$ cat config.mk
export PLATFORM = sky130hd
export DESIGN_NAME = register3_bit
export DESIGN_NICKNAME = d
export VERILOG_FILES = /design/src/rtl/register3_bit_pkg.sv /design/src/rtl/register_bit_cell.sv /design/src/rtl/register3_bit.sv
export SDC_FILE = /design/constraint.sdc
export NUM_CORES = 1
export LEC_CHECK = 0
export CAP_MARGIN = 20
export CORE_AREA = 2 2 39 41
export DETAILED_ROUTE_END_ITERATION = 7
export DIE_AREA = 0 0 41 43
export GPL_ROUTABILITY_DRIVEN = 0
export HOLD_SLACK_MARGIN = 0.06
export REMOVE_ABC_BUFFERS = 1
export SLEW_MARGIN = 10
export SYNTH_ARGS = -nofsm -noshare
export SYNTH_HDL_FRONTEND = slang
export SYNTH_HIERARCHICAL = 1
export SYNTH_SLANG_ARGS = --single-unit
$ cat constraint.sdc
create_clock -name clock -period 1.05 [get_ports clock]
set_clock_uncertainty 0.2 [all_clocks]
set_input_delay 0.105 -clock clock [delete_from_list [all_inputs] [get_ports clock]]
set_output_delay 0.105 -clock clock [all_outputs]
set_load 0.02 [all_outputs]
$ cat src/rtl/register3_bit_pkg.sv
// Shared defaults, data type and per-bit next-state rule for the register3_bit slice.
package register3_bit_pkg;

    localparam int DEF_WIDTH = 3;
    localparam logic [DEF_WIDTH-1:0] DEF_SET_VALUE   = 3'b001;
    localparam logic [DEF_WIDTH-1:0] DEF_RESET_VALUE = 3'b000;

    typedef logic [DEF_WIDTH-1:0] data_t;

    // Priority: active-low reset, then set, then load, else hold.
    function automatic logic select_bit(
        input logic rst_n,
        input logic set_en,
        input logic load_en,
        input logic d,
        input logic q,
        input logic set_bit,
        input logic reset_bit
    );
        logic nxt;
        nxt = q;
        if (!rst_n) begin
            nxt = reset_bit;
        end else if (set_en) begin
            nxt = set_bit;
        end else if (load_en) begin
            nxt = d;
        end
        return nxt;
    endfunction

endpackage

$ cat src/rtl/register_bit_cell.sv
// One storage bit with synchronous active-low reset, preset to a fixed bit, load and hold.
module register_bit_cell
    import register3_bit_pkg::*;
#(
    parameter logic SET_BIT   = 1'b0,
    parameter logic RESET_BIT = 1'b0
) (
    input  logic clock,
    input  logic reset,
    input  logic set,
    input  logic load,
    input  logic d,
    output logic q
);

    always_ff @(posedge clock) begin
        q <= select_bit(reset, set, load, d, q, SET_BIT, RESET_BIT);
    end

endmodule

$ cat src/rtl/register3_bit.sv
// WIDTH-bit register with synchronous reset/set/load, built from one cell per bit.
module register3_bit
    import register3_bit_pkg::*;
#(
    parameter int               WIDTH       = DEF_WIDTH,
    parameter logic [WIDTH-1:0] SET_VALUE   = WIDTH'(DEF_SET_VALUE),
    parameter logic [WIDTH-1:0] RESET_VALUE = WIDTH'(DEF_RESET_VALUE)
) (
    input  logic             clock,
    input  logic             reset,
    input  logic             set,
    input  logic             load,
    input  logic [WIDTH-1:0] in,
    output logic [WIDTH-1:0] out
);

    // Each cell gets its own bit of the preset and reset words.
    for (genvar i = 0; i < WIDTH; i++) begin : g_bit
        register_bit_cell #(
            .SET_BIT  (SET_VALUE[i]),
            .RESET_BIT(RESET_VALUE[i])
        ) u_cell (
            .clock(clock),
            .reset(reset),
            .set  (set),
            .load (load),
            .d    (in[i]),
            .q    (out[i])
        );
    end

endmodule

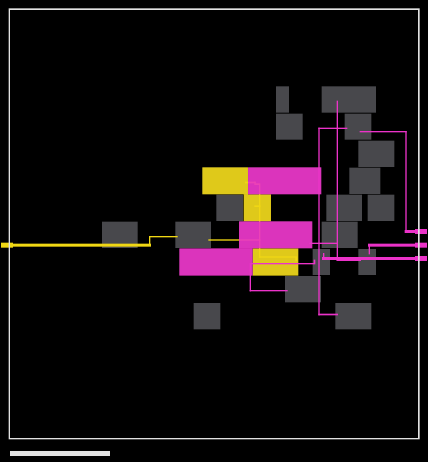
Figure 1: run 1, nets reached from selected ports.
Scale bar: 10 um.
- yellow: reset (bits 1; direction input; edge left; end cells 3; buffers 1; wire 35.6 um)
- magenta: out (bits 3; direction output; edge right; end cells 3; buffers 3; wire 87.9 um)
port buffer count: 9
# IOs: 10

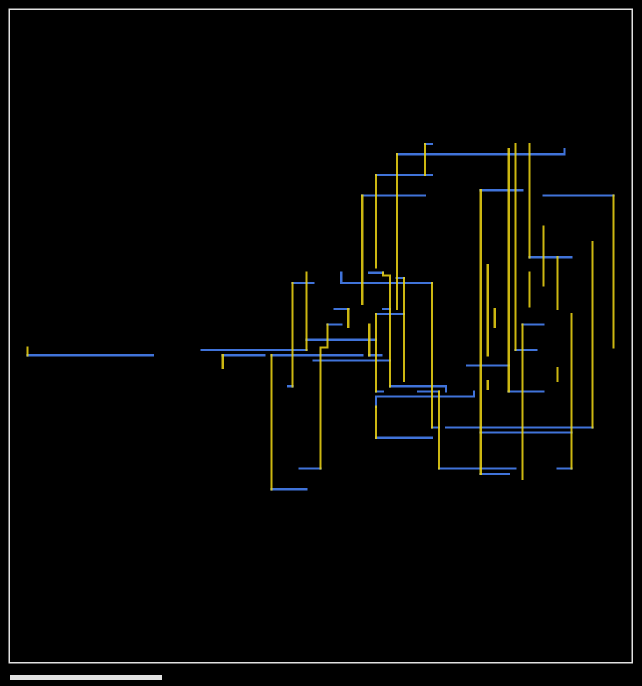
Figure 2: run 1, wiring by layer.
Scale bar: 10 um. Only two layers are drawn.
- blue: M1 (wire length 130 um)
- yellow: M2 (wire length 214 um)

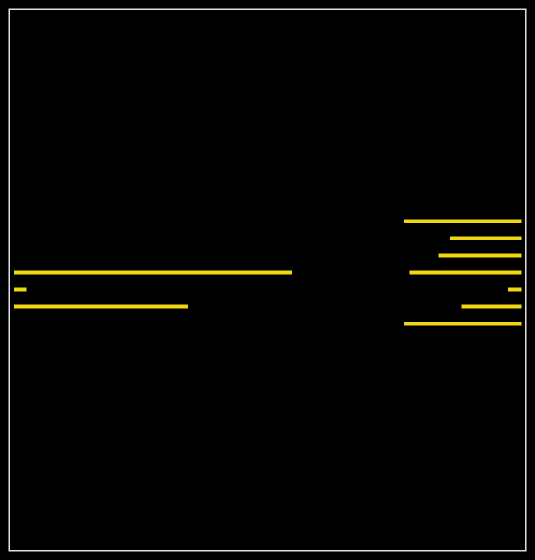
Figure 3: run 1, met3 routing.
- nets with wire on the layer: 10
- main direction: horizontal
- longest straight run: 21.8 um
Routed Wire Length: 423 um
via count: 135
Global Route met3 Usage: 7.33%

==> metrics.cfg, run 1 <==
[run_status]
outcome=finished, final reports clean

[hold_path]
hold_path.class=primary input to register
hold_path_end=g_bit[0].u_cell/q

[power_and_ir_drop]
power.switching_w=0.0000849
p_clk_share_pct=52.4
maxPowerGroup=clock
post-layout-total-power_w=0.000385
pwr-share-comb_pct=15.7

[synth]
ys_seq_elements=3
ys_cells=9
synth_cell_type_count=5
synth_top_area_share_pct=48.5
synthCells=9

[cells_and_area]
fin_area_um2=258
fin_nets=31
logic_area_um2=67.6
fill_cells=156
clk_share_pct=10.2

[placement]
place_area_um2=241

[sta]
finalHoldViolCount=0
holdWs_ps=199
fin_tns_setup_ps=0
slew_headroom_pct=86.5
worst_pin_slew_ps=196

[cts]
cts_hold_buf=0
htree_levels=1

[setup_path]
path_cells=mux2_4, o21a_1
r2r_cells=2
worst_ep_required_time_ps=970
rrSetupSlack_ps=9
r2r_end=g_bit[0].u_cell/q
r2r_start=g_bit[0].u_cell/q

[run]
warning_count=26

[die]
core-area_um2=1380
tap_cells=16
fp_util_pct=8.95
rows=14
die_area_um2=1760

[global_route]
gr-usage-all-layers_pct=6.32
grt_overflow=0

## run 1: cells by family (layout without fill, tap and decap cells)
family	count (synthesis)	count (layout)	synth area share [%]
buf+inv	0	14	0
mux	3	3	25.3
simple gates	2	2	20.2
compound gates	1	1	6.06
flops	3	3	48.5
## run 1: per-layer routing
metal	GRT usage [%]	share of wire, %	up-vias	routed length (um)
met5	0	0	-	0
li1	-	-	61	-
met3	7.33	19	0	79
met2	8.75	50	10	213
met1	3.85	31	64	130
met4	6.00	0	0	0
## run 1: worst reg2reg max path, delay by kind of cell, from the launching register on
family,cells,cell delay [ps]
AND-OR/OR-AND,1,160
flip-flops,1,300
multiplexers,1,270
## run 1: synthesized netlist by cell type
master,number
mux2i_1,2
mux2_1,1
o21a_1,1
nor3b_2,2
dfxtp_1,3
Figure 4. Metal 2 (run 1).
Scale bar: 10 um.
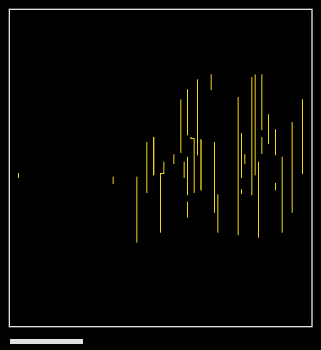

==> run 2: changes to the inputs <==
- SKIP_CTS_REPAIR_TIMING: default -> 1
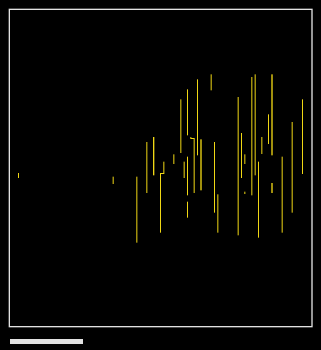
Figure 5: run 2, metal 2.
Scale bar: 10 um.
- main direction: vertical
- nets with wire on the layer: 29
- longest straight run: 18.7 um
GR Layer Usage met2: 8.75%
Routed Wire Length: 422 um
via count: 134

==> run 2 against run 1 <==
Critical path depth unchanged. Via count decreased by 0.74%. Largest cell class unchanged. Combinational power increased by 3.8%. Critical endpoint unchanged. Largest power group unchanged. Routed wire length decreased by 0.24%. Non-clock buffer count unchanged. Utilization increased by 0.45 points.
==> metrics.cfg, run 2 <==
[run_status]
outcome=finished, final reports clean

[power_and_ir_drop]
power.switching_w=0.0000851
post-layout-total-power_w=0.000387
p_clk_share_pct=52.1
pwr-share-comb_pct=16.2
maxPowerGroup=clock

[die]
die_area_um2=1760
fp_util_pct=8.95
rows=14
core-area_um2=1380
io_pins=10

[cts]
htree_levels=1

[hold_path]
hold_path.class=primary input to register
hold_path_end=g_bit[0].u_cell/q

[synth]
synth_cell_type_count=5
synthCells=9
synthFlopType=dfxtp_1
edf_count=0
synth_top_area_share_pct=48.5
ys_cells=9
ys_seq_elements=3
synthArstFlopShare_pct=0

[sta]
worst_pin_slew_ps=196
fin_tns_setup_ps=0
slew_headroom_pct=86.5
finalHoldViolCount=0

[setup_path]
path_cells=mux2_4, o21a_1
r2r_end=g_bit[0].u_cell/q
r2r_cells=2
worst_ep_required_time_ps=970
rrSetupSlack_ps=6

[cells_and_area]
top_regs=g_bit.u_cell/q: 3 flops
fin_area_um2=264
syn_to_final_growth_pct=113
fin_nets=31

[placement]
io_buffers=9
place_area_um2=241

[global_route]
grt_overflow=0

[detailed_routing]
dr.first_iter.drc_count=0

[run]
warning_count=26

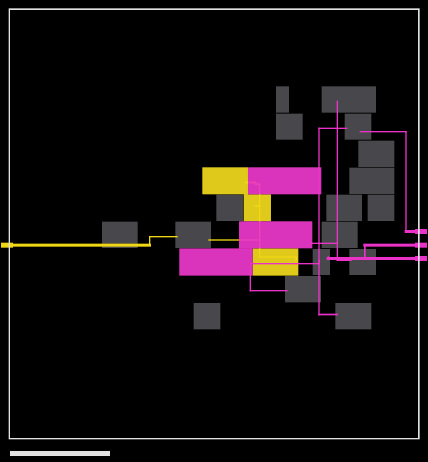
Figure 6: run 2, nets reached from selected ports.
Scale bar: 10 um.
- magenta: out (bits 3; direction output; edge right; end cells 3; buffers 3; wire 87.4 um)
- yellow: reset (bits 1; direction input; edge left; end cells 3; buffers 1; wire 35.6 um)

-- run 2: netlist changes by cell type in the layout (fill, tap and decap cells not counted), sizes merged --
cell,before,now
dlygate4sd2,1,0
buf,4,3
clkbuf,4,5
dlymetal6s2s,0,1
-- run 2: layout make-up --
class | instances | area [um^2]
repair buffers | 10 | 90.1
flip-flops and latches | 3 | 60.1
multi-input cells | 6 | 67.6
fillers | 153 | 1120
well taps | 16 | 20.0
clock buffers | 4 | 26.3
-- run 2: cells by family after synthesis --
kind of cell    Yosys count  share of synthesized area (%)
compound gates            1                           6.06
simple gates              2                           20.2
mux                       3                           25.3
flops                     3                           48.5
-- run 2: layer usage --
layer  GRT usage [%]  part of all wire [%]
met5               0                     0
met4            6.00                     0
met3            7.33                    19
met2            8.75                    50
met1            3.85                    30
No activity file was given, so power comes from the tool's default toggle rates.
